File: src/rtl/ro_puf_pkg.sv
// Shared definitions for the ring-oscillator PUF core: FSM encoding, width
// helper and the per-channel half-period function.
package ro_puf_pkg;

   localparam logic [2:0] ST_IDLE    = 3'd0;
   localparam logic [2:0] ST_ARM     = 3'd1;
   localparam logic [2:0] ST_MEASURE = 3'd2;
   localparam logic [2:0] ST_COMPARE = 3'd3;
   localparam logic [2:0] ST_DONE    = 3'd4;

   typedef enum logic [2:0] {
      IDLE    = ST_IDLE,
      ARM     = ST_ARM,
      MEASURE = ST_MEASURE,
      COMPARE = ST_COMPARE,
      DONE    = ST_DONE
   } state_t;

   // Bits needed to index n items; never less than one bit.
   function automatic int clog2(input int n);
      int r;
      r = 0;
      for (int v = n - 1; v > 0; v = v >> 1) begin
         r = r + 1;
      end
      return (r < 1) ? 1 : r;
   endfunction

   function automatic int half_period(input int idx, input int base, input int step);
      return base + idx * step;
   endfunction

endpackage

File: src/rtl/ro_channel.sv
// One emulated oscillator channel: toggles every HALF enabled cycles and
// strobes rise in the cycle whose edge drives its output from 0 to 1.
module ro_channel
   import ro_puf_pkg::*;
#(
   parameter int HALF = 10
) (
   input  logic clk,
   input  logic rst,
   input  logic en,
   input  logic clr,
   output logic rise
);

   localparam int PH_W = clog2(HALF);
   localparam logic [PH_W-1:0] PH_LAST = PH_W'(HALF - 1);

   logic [PH_W-1:0] phase_r;
   logic            osc_r;
   logic            wrap_s;

   assign wrap_s = (phase_r == PH_LAST);
   // Strobe is combinational so an edge in the final measured cycle is still counted.
   assign rise   = en & ~clr & wrap_s & ~osc_r;

   // Phase counter and toggle register, held at zero unless enabled.
   always_ff @(posedge clk or posedge rst) begin
      if (rst) begin
         phase_r <= '0;
         osc_r   <= 1'b0;
      end else if (clr || !en) begin
         phase_r <= '0;
         osc_r   <= 1'b0;
      end else if (wrap_s) begin
         phase_r <= '0;
         osc_r   <= ~osc_r;
      end else begin
         phase_r <= phase_r + PH_W'(1);
         osc_r   <= osc_r;
      end
   end

endmodule

File: src/rtl/ro_puf_core.sv
// Ring-oscillator PUF measurement core: runs a challenge-selected channel pair
// for a fixed window, counts rising edges and compares the counts.
module ro_puf_core
   import ro_puf_pkg::*;
#(
   parameter  int NUM_RO   = 16,
   parameter  int DIV_BASE = 10,
   parameter  int DIV_STEP = 1,
   parameter  int WINDOW   = 1024,
   parameter  int CNT_W    = 16,
   localparam int IDX_W    = clog2(NUM_RO)
) (
   input  logic             clk,
   input  logic             rst,
   input  logic             start,
   input  logic [IDX_W-1:0] chal_a,
   input  logic [IDX_W-1:0] chal_b,
   output logic             busy,
   output logic             done,
   output logic             resp,
   output logic             tie,
   output logic [CNT_W-1:0] cnt_a,
   output logic [CNT_W-1:0] cnt_b
);

   localparam int               WIN_W    = clog2(WINDOW);
   localparam logic [WIN_W-1:0] WIN_LAST = WIN_W'(WINDOW - 1);
   localparam logic [CNT_W-1:0] CNT_MAX  = {CNT_W{1'b1}};
   localparam logic [IDX_W:0]   IDX_LIM  = (IDX_W + 1)'(NUM_RO);
   localparam logic [IDX_W-1:0] IDX_MAX  = IDX_W'(NUM_RO - 1);

   state_t             state_r;
   logic [IDX_W-1:0]   sel_a_r, sel_b_r;
   logic [WIN_W-1:0]   win_r;
   logic [CNT_W-1:0]   acc_a_r, acc_b_r;
   logic [NUM_RO-1:0]  rise_s;
   logic               en_s, clr_s;
   logic               hit_a_s, hit_b_s;

   function automatic logic [IDX_W-1:0] clamp_idx(input logic [IDX_W-1:0] idx);
      if ({1'b0, idx} >= IDX_LIM) begin
         return IDX_MAX;
      end else begin
         return idx;
      end
   endfunction

   function automatic logic [CNT_W-1:0] sat_inc(input logic [CNT_W-1:0] v, input logic hit);
      if (hit && (v != CNT_MAX)) begin
         return v + CNT_W'(1);
      end else begin
         return v;
      end
   endfunction

   assign en_s    = (state_r == MEASURE);
   assign clr_s   = (state_r == ARM);
   assign hit_a_s = rise_s[sel_a_r];
   assign hit_b_s = rise_s[sel_b_r];

   for (genvar i = 0; i < NUM_RO; i++) begin : g_ro
      ro_channel #(
         .HALF (half_period(i, DIV_BASE, DIV_STEP))
      ) u_ch (
         .clk  (clk),
         .rst  (rst),
         .en   (en_s),
         .clr  (clr_s),
         .rise (rise_s[i])
      );
   end

   // Measurement FSM with window counter, edge accumulators and result registers.
   always_ff @(posedge clk or posedge rst) begin
      if (rst) begin
         state_r <= IDLE;
         sel_a_r <= '0;
         sel_b_r <= '0;
         win_r   <= '0;
         acc_a_r <= '0;
         acc_b_r <= '0;
         busy    <= 1'b0;
         done    <= 1'b0;
         resp    <= 1'b0;
         tie     <= 1'b0;
         cnt_a   <= '0;
         cnt_b   <= '0;
      end else begin
         case (state_r)
            IDLE, DONE: begin
               done <= 1'b0;
               if (start) begin
                  sel_a_r <= clamp_idx(chal_a);
                  sel_b_r <= clamp_idx(chal_b);
                  acc_a_r <= '0;
                  acc_b_r <= '0;
                  busy    <= 1'b1;
                  state_r <= ARM;
               end else begin
                  state_r <= IDLE;
               end
            end
            ARM: begin
               win_r   <= '0;
               state_r <= MEASURE;
            end
            MEASURE: begin
               acc_a_r <= sat_inc(acc_a_r, hit_a_s);
               acc_b_r <= sat_inc(acc_b_r, hit_b_s);
               if (win_r == WIN_LAST) begin
                  state_r <= COMPARE;
               end else begin
                  win_r <= win_r + WIN_W'(1);
               end
            end
            COMPARE: begin
               cnt_a   <= acc_a_r;
               cnt_b   <= acc_b_r;
               resp    <= (acc_a_r > acc_b_r);
               tie     <= (acc_a_r == acc_b_r);
               busy    <= 1'b0;
               done    <= 1'b1;
               state_r <= DONE;
            end
            default: begin
               state_r <= IDLE;
               busy    <= 1'b0;
               done    <= 1'b0;
            end
         endcase
      end
   end

endmodule

File: config.mk
export PLATFORM = sky130hd
export DESIGN_NAME = ro_puf_core
export DESIGN_NICKNAME = d
export VERILOG_FILES = /design/src/rtl/ro_puf_pkg.sv /design/src/rtl/ro_channel.sv /design/src/rtl/ro_puf_core.sv
export SDC_FILE = /design/constraint.sdc
export NUM_CORES = 1
export LEC_CHECK = 0
export CORE_MARGIN = 4
export CORE_UTILIZATION = 45
export CTS_CLUSTER_SIZE = 24
export DETAILED_ROUTE_END_ITERATION = 8
export DONT_BUFFER_PORTS = 1
export HOLD_SLACK_MARGIN = 0.15
export MAX_ROUTING_LAYER = met4
export PLACE_DENSITY = 0.63
export SLEW_MARGIN = 0
export SYNTH_ARGS = -nofsm -noshare
export SYNTH_HDL_FRONTEND = slang
export SYNTH_SLANG_ARGS = --single-unit
File: constraint.sdc
create_clock -name clk -period 8.1 [get_ports clk]
set_input_delay 1.62 -clock clk [delete_from_list [all_inputs] [get_ports clk]]
set_output_delay 1.62 -clock clk [all_outputs]
set_load 0.005 [all_outputs]
==> run_1/port_nets.png <==
Drawn at 2 px/um.
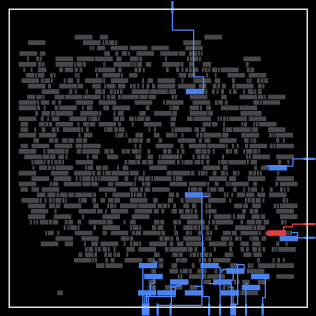
legend:
  resp:
    colour: red
    bits: 1
    direction: output
    end_cells: 1
    buffers: 0
    wire: 25.5 um
  cnt_a:
    colour: blue
    bits: 16
    direction: output
    end_cells: 16
    buffers: 0
    wire: 425 um
I/O pin count: 47
I/O Buffers: 0

==> run_1/met1.png <==
Drawn at 3 px/um. Supply wires on this layer in grey. Cells faint in the background.
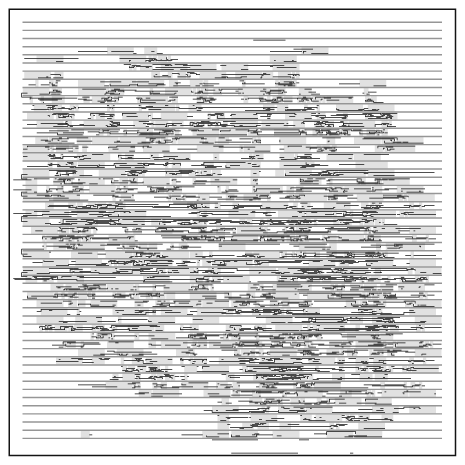
wire length on this layer: 8830 um
main direction: horizontal
longest straight run: 43.2 um
share of all routed wire: 49%

==> impl_metrics.ini, run 1 <==
; implementation run metrics
[outcome]
status = complete, no violations

[global_route]
grt_overflow = 0
grt_pass1_vias = 6161
antenna_found_initial = 0
grt_pass1_wl_mm = 31.2
grt_max_degree = 82
track_usage = 0.180

[sta]
fin_crit_sh = 0.366
tightest_slew_ns = 1.07
tns_ns = 0
fin_crit_ns = 2.97
max_slew_margin = 0.287
setup_viol = 0
skew_ns = 0.0111
hold_violations = 0
fmax_ghz = 0.337
maxSlewViolCount = 0
rsz0062_at_grt = false

[floorplan]
die_x_um = 148
dieArea_um2 = 22000
die_y_um = 148

[clock_tree]
clockBufferDepth = 2
cts_setup_buffers = 0
insertion_delay_ns = 0.43
clock_sinks = 178
holdBufCountCts = 0
clk_pin_slew_worst_paths_ns = 0.07
cts_tree = done
cts-htree-levels = 4
cts_resized = 0
cts_made_buffers = 17
root_buffer = clkbuf_16

[power]
vdd_drop_max_uv = 145
finalPower_uw = 1710
leakage_uw = 0.00459
p_per_area_nw_per_um2 = 176

[drt]
remaining_drc_errors = 0
routed_wirelength_mm = 18.1
via_count = 6251
detail_route.wl_per_cell_um = 15.7
avgViaCountPerCell = 5.42
drtIter0Drc = 470
dr.pass1.iters = 5
postRouteAntennaNets = 0

[critical_path]
worst_ep_arrival_time_ns = 3.27
cp_max_fo = 30
critPathLaunchType = flop
endpoint_kind = flop
crit_type = reg -> reg
crit_required_ns = 8.41

[placement]
detailed_place_hpwl_mm = 12.5
routabilityCongestion = 0.800

[yosys]
syn_area_per_cell_um2 = 10.1
yosys_most_used_dff = dfrtp_1
ys_chip_area_um2 = 8850
yosys_cells = 880
ys_async_sr_fraction = 1.00
fp_nets = 938
synth_cell_type_count = 67
edf_count = 0
synth_warnings = 0
synthesis.area_um2 = 8850
synth-seq-cells = 178
yosys.stat.seqShare = 0.503
synth_cells = 880

[layout]
layout_top_cells = dfrtp_1, nor2_1, nand2_1, inv_1
antenna_cells = 0
syn2layout_area_growth_pct = 9.54
drive_above_1_share = 0.0799
mostFrequentLayoutCell = dfrtp_1
nets = 934

[min_path]
hp-class = reg -> reg

[flow_run]
warnings = 38
drv_cap = 0
==> run_1/density.png <==
Drawn at 2 px/um. The die is cut into 15 by 15 equal tiles; dark blue is low, red is high, 0 to 100% covered.
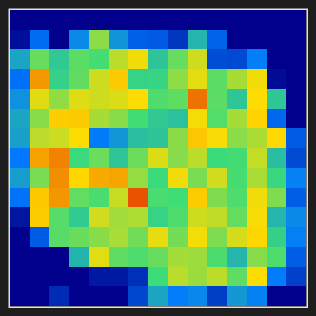
mean over tiles: 43%
emptiest ninth of the die: upper right
tiles over 75% full: 8.9%
fp_density: 0.456
Final Util: 0.500
core area: 19400 um2

==> run_1/final_placement.png <==
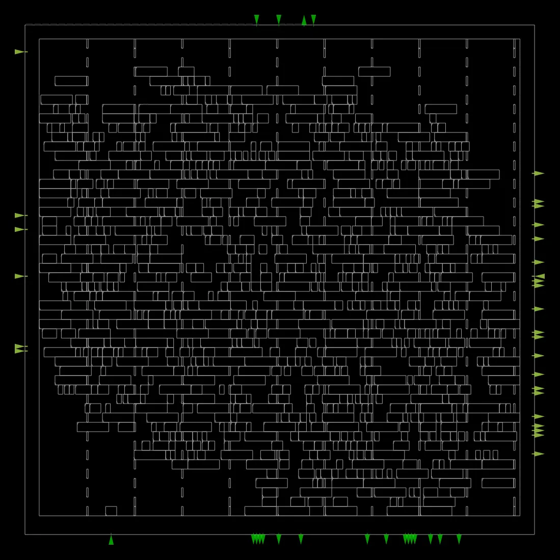
Seq/total area: 0.460
Fill cells: 1822
tap cells: 265
FP Rows: 51

[run 1: stage by stage]
stage          hold WS [ns]  std cells  utilization  area [um2]  worst slack, ns
2_1_floorplan         0.428        880            -        8850             1.65
3_3_place_gp          0.444       1122        0.470        9120             5.19
3_5_place_dp          0.446       1122        0.470        9120             5.13
4_1_cts               0.462       1154        0.500        9690             5.11
5_1_grt               0.470       1154        0.500        9690             4.90
6_report              0.460       1154        0.500        9690             5.13
[run 1: cell families (layout without fill, tap and decap cells)]
family                     count (synthesis)  after routing  share of synthesized area
muxes                                     43             43                     0.0518
adders and majority gates                 47             47                     0.0665
xor gates and xnor gates                  42             42                     0.0416
and+or+nand+nor                          355            355                      0.206
DFF                                      178            178                      0.503
buffers and inverters                     78             87                     0.0339
AOI/OAI and AO/OA                        137            137                     0.0967
[run 1: layer usage]
layer / vias up / track usage / wire, um
li1: 3088 / - / -
met5: - / - / 0
met4: 0 / 0.0531 / 320
met3: 24 / 0.0360 / 632
met1: 3044 / 0.248 / 8830
met2: 95 / 0.272 / 8350
[run 1: critical path, cell delays in order (launching register included)]
cell	delay (ns)
dfrtp_1	0.45
or3b_2	0.78
a31o_2	0.33
o21bai_1	0.18
nor2_1	0.41
a21oi_1	0.26
a221o_1	0.42
[run 1: registers in the layout (all words and copies together), names as in the netlist, 3 cells and up]
name and cells:
g_ro.u_ch.phase_r 73, acc_a_r 16, acc_b_r 16, cnt_a 16, cnt_b 16, g_ro.u_ch.osc_r 16
win_r 10, sel_a_r 4, sel_b_r 4, state_r 3
[run 1: cells in the mapped netlist (all sizes together) (6+ instances only)]
library cell  count  area, um2
nand2            91        344
xor2             23        201
nand2b            9       56.3
o21ai            49        245
nand3            43        215
mux2             22        248
nand4b           13        114
a211o             6       52.6
and2             10       62.6
mux2i            21        210
a21oi            38        190
and3              7       43.8
dfrtp           178       4450
nor3             13       65.1
nor3b            12       90.1
clkbuf           17       63.8
nand4            16        100
ha               47        588
nor4              7       43.8
buf              12       52.6
xnor2            19        166
inv              49        184
nor2b             8       50.1
nor2             92        345
[run 1: cell type report]
class	instances	area, um2	area share
Inverter	49	189	0.0195
Multi-Input combinational cell	624	4100	0.423
Tap cell	265	332	0.0342
Clock inverter	12	108	0.0111
Sequential cell	178	4450	0.460
Timing Repair Buffer	6	45.0	0.00465
Clock buffer	20	467	0.0481
[run 1: power breakdown]
group	switching, uW	internal (uW)
combinational	16.8	0.845
sequential	0	889
clock	352	448
[run 1: final timing paths]
check / start / slack [ns] / cells after the start / end
worst max-delay path: state_r[1] / 5.13 / 6 / acc_a_r[8]
worst min-delay path: g_ro[10].u_ch.phase_r[0] / 0.46 / 1 / g_ro[10].u_ch.phase_r[0]
worst max register to register: state_r[1] / 5.13 / 6 / acc_a_r[8]
worst min register to register: g_ro[10].u_ch.phase_r[0] / 0.46 / 1 / g_ro[10].u_ch.phase_r[0]
max in group asynchronous: rst / 5.77 / 2 / state_r[0]
min in group asynchronous: rst / 1.17 / 1 / g_ro[11].u_ch.phase_r[1]
==> inputs of run 2 (changes only) <==
--- a/config.mk
+++ b/config.mk
@@ -12,7 +12,7 @@
 export DONT_BUFFER_PORTS = 1
 export HOLD_SLACK_MARGIN = 0.15
 export MAX_ROUTING_LAYER = met4
-export PLACE_DENSITY = 0.63
+export PLACE_DENSITY = 0.65
 export SLEW_MARGIN = 0
 export SYNTH_ARGS = -nofsm -noshare
 export SYNTH_HDL_FRONTEND = slang
==> constraint.sdc (replaced) <==
create_clock -name clk -period 2.6 [get_ports clk]
set_input_delay 0.52 -clock clk [delete_from_list [all_inputs] [get_ports clk]]
set_output_delay 0.52 -clock clk [all_outputs]
set_load 0.005 [all_outputs]
==> run_2/cell_classes.png <==
Drawn at 2 px/um.
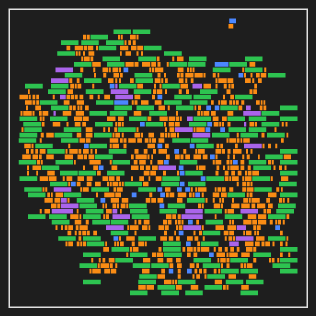
legend:
  all other logic:
    colour: orange
    cells: 673
    share_of_their_area: 45%
  other buffers and delay cells:
    colour: blue
    cells: 42
    share_of_their_area: 3.5%
  clock drivers and dummy loads:
    colour: purple
    cells: 30
    share_of_their_area: 6.0%
  flip-flops:
    colour: green
    cells: 178
    share_of_their_area: 46%

==> impl_metrics.ini, run 2 <==
; implementation run metrics
[yosys]
yosys_cells = 880
synthesis.area_um2 = 8850
syn_area_per_cell_um2 = 10.1
aoi_share = 0.0967
yosys.stat.seqShare = 0.503
synth_cell_type_count = 67
fp_nets = 938
yosys_most_used_dff = dfrtp_1
synth-seq-cells = 178
simple_gate_share = 0.206
synth_top_cell_by_count = dfrtp_1

[placement]
port_buffers = 0
routabilityCongestion = 0.776
placed_cell_area_um2 = 9400
detailed_place_hpwl_mm = 13.0

[power]
leakage_uw = 0.00477
p_per_area_nw_per_um2 = 533
finalPower_uw = 5350

[drt]
avgViaCountPerCell = 5.37
drtIter0Drc = 338
routed_wirelength_mm = 18.4
postRouteAntennaNets = 0

[sta]
max_slew_margin = 0.555
whs_ns = 0.178
setup_viol = 0
tightest_slew_ns = 0.650
maxSlewViolCount = 0
skew_ns = 0.0129

[floorplan]
core_area_um2 = 19400
die_y_um = 148
fp_util = 0.456
ios = 47

[layout]
syn2layout_area_growth_pct = 13.4
mi_logic_area_um2 = 4140

[global_route]
grt_overflow = 0

[critical_path]
endpoint_kind = flop
cp_cell_sequence = inv_1 > ha_1 > nor4bb_2 > buf_4 > a32oi_1 > or3_1 > a32oi_2 > nand2_2 > or4_1 > mux2i_1

[outcome]
status = complete, no violations

[clock_tree]
cts_made_buffers = 17
## run 2: cell counts after synthesis
No cell type changed its count.
## run 2: critical path: cells and delay by family (launching register included)
kind                       cells  cell delay, ns
AOI/OAI and AO/OA              2            0.31
and+or+nand+nor                4            1.16
adders and majority gates      1            0.14
muxes                          1            0.13
buffers and inverters          2            0.23
DFF                            1            0.40
## run 2: cells by family (layout without fill, tap and decap cells)
logic type / after synthesis / after routing
flops: 178 / 178
mux: 43 / 43
fa+ha+maj: 47 / 47
compound gates: 137 / 137
xor+xnor: 42 / 42
simple gates: 355 / 355
buf+inv: 78 / 121
## run 2: metrics by stage
stage,std cells,utilization,setup slack (ns)
final,1188,0.517,0.118
after global routing,1188,0.517,-0.00817
after CTS,1187,0.515,0.0667
after detailed placement,1156,0.484,0.0840
after global placement,1156,0.484,0.0910
after floorplan,880,-,-0.201
## run 2: power by group
group,switching (uW),internal (uW),leakage [uW]
registers,0,2770,0.00223
logic,54.1,9.63,0.00227
clock network,1030,1490,0.000276
total,1080,4270,0.00477
## run 2: repair_timing
item,4_1_cts,5_1_grt
endpoints found under the hold margin,22,0
hold buffers,1,0
buffers inserted,0,1
setup endpoints to repair,0,13
gates resized,0,9
## run 2: cell type report
type                            count  area share
Sequential cell                   178       0.444
Multi-Input combinational cell    624       0.412
Clock buffer                       23      0.0476
Timing Repair Buffer               42      0.0342
Tap cell                          265      0.0331
Inverter                           49      0.0187
Clock inverter                      7      0.0101
## run 2: final timing paths
| kind | slack (ns) | endpoint | from | cells after the start |
|---|---|---|---|---|
| worst max-delay path | 0.12 | acc_b_r[13] | g_ro[8].u_ch.phase_r[1] | 10 |
| worst min-delay path | 0.18 | acc_a_r[3] | start | 1 |
| worst max register to register | 0.12 | acc_b_r[13] | g_ro[8].u_ch.phase_r[1] | 10 |
| worst min register to register | 0.46 | g_ro[2].u_ch.phase_r[0] | g_ro[2].u_ch.phase_r[0] | 1 |
| max in group asynchronous | 1.21 | cnt_b[13] | rst | 3 |
| min in group asynchronous | 0.66 | g_ro[1].u_ch.phase_r[1] | rst | 2 |
## run 2: routing by layer
layer  track usage  vias up  part of all wire
li1              -     3153                 -
met1         0.239     3133              0.48
met2         0.288       78              0.48
met3        0.0341       13             0.036
met4        0.0485        0            0.0098
met5             -        -                 0
Power figures rest on the tool's default switching activity, not on a simulated workload.
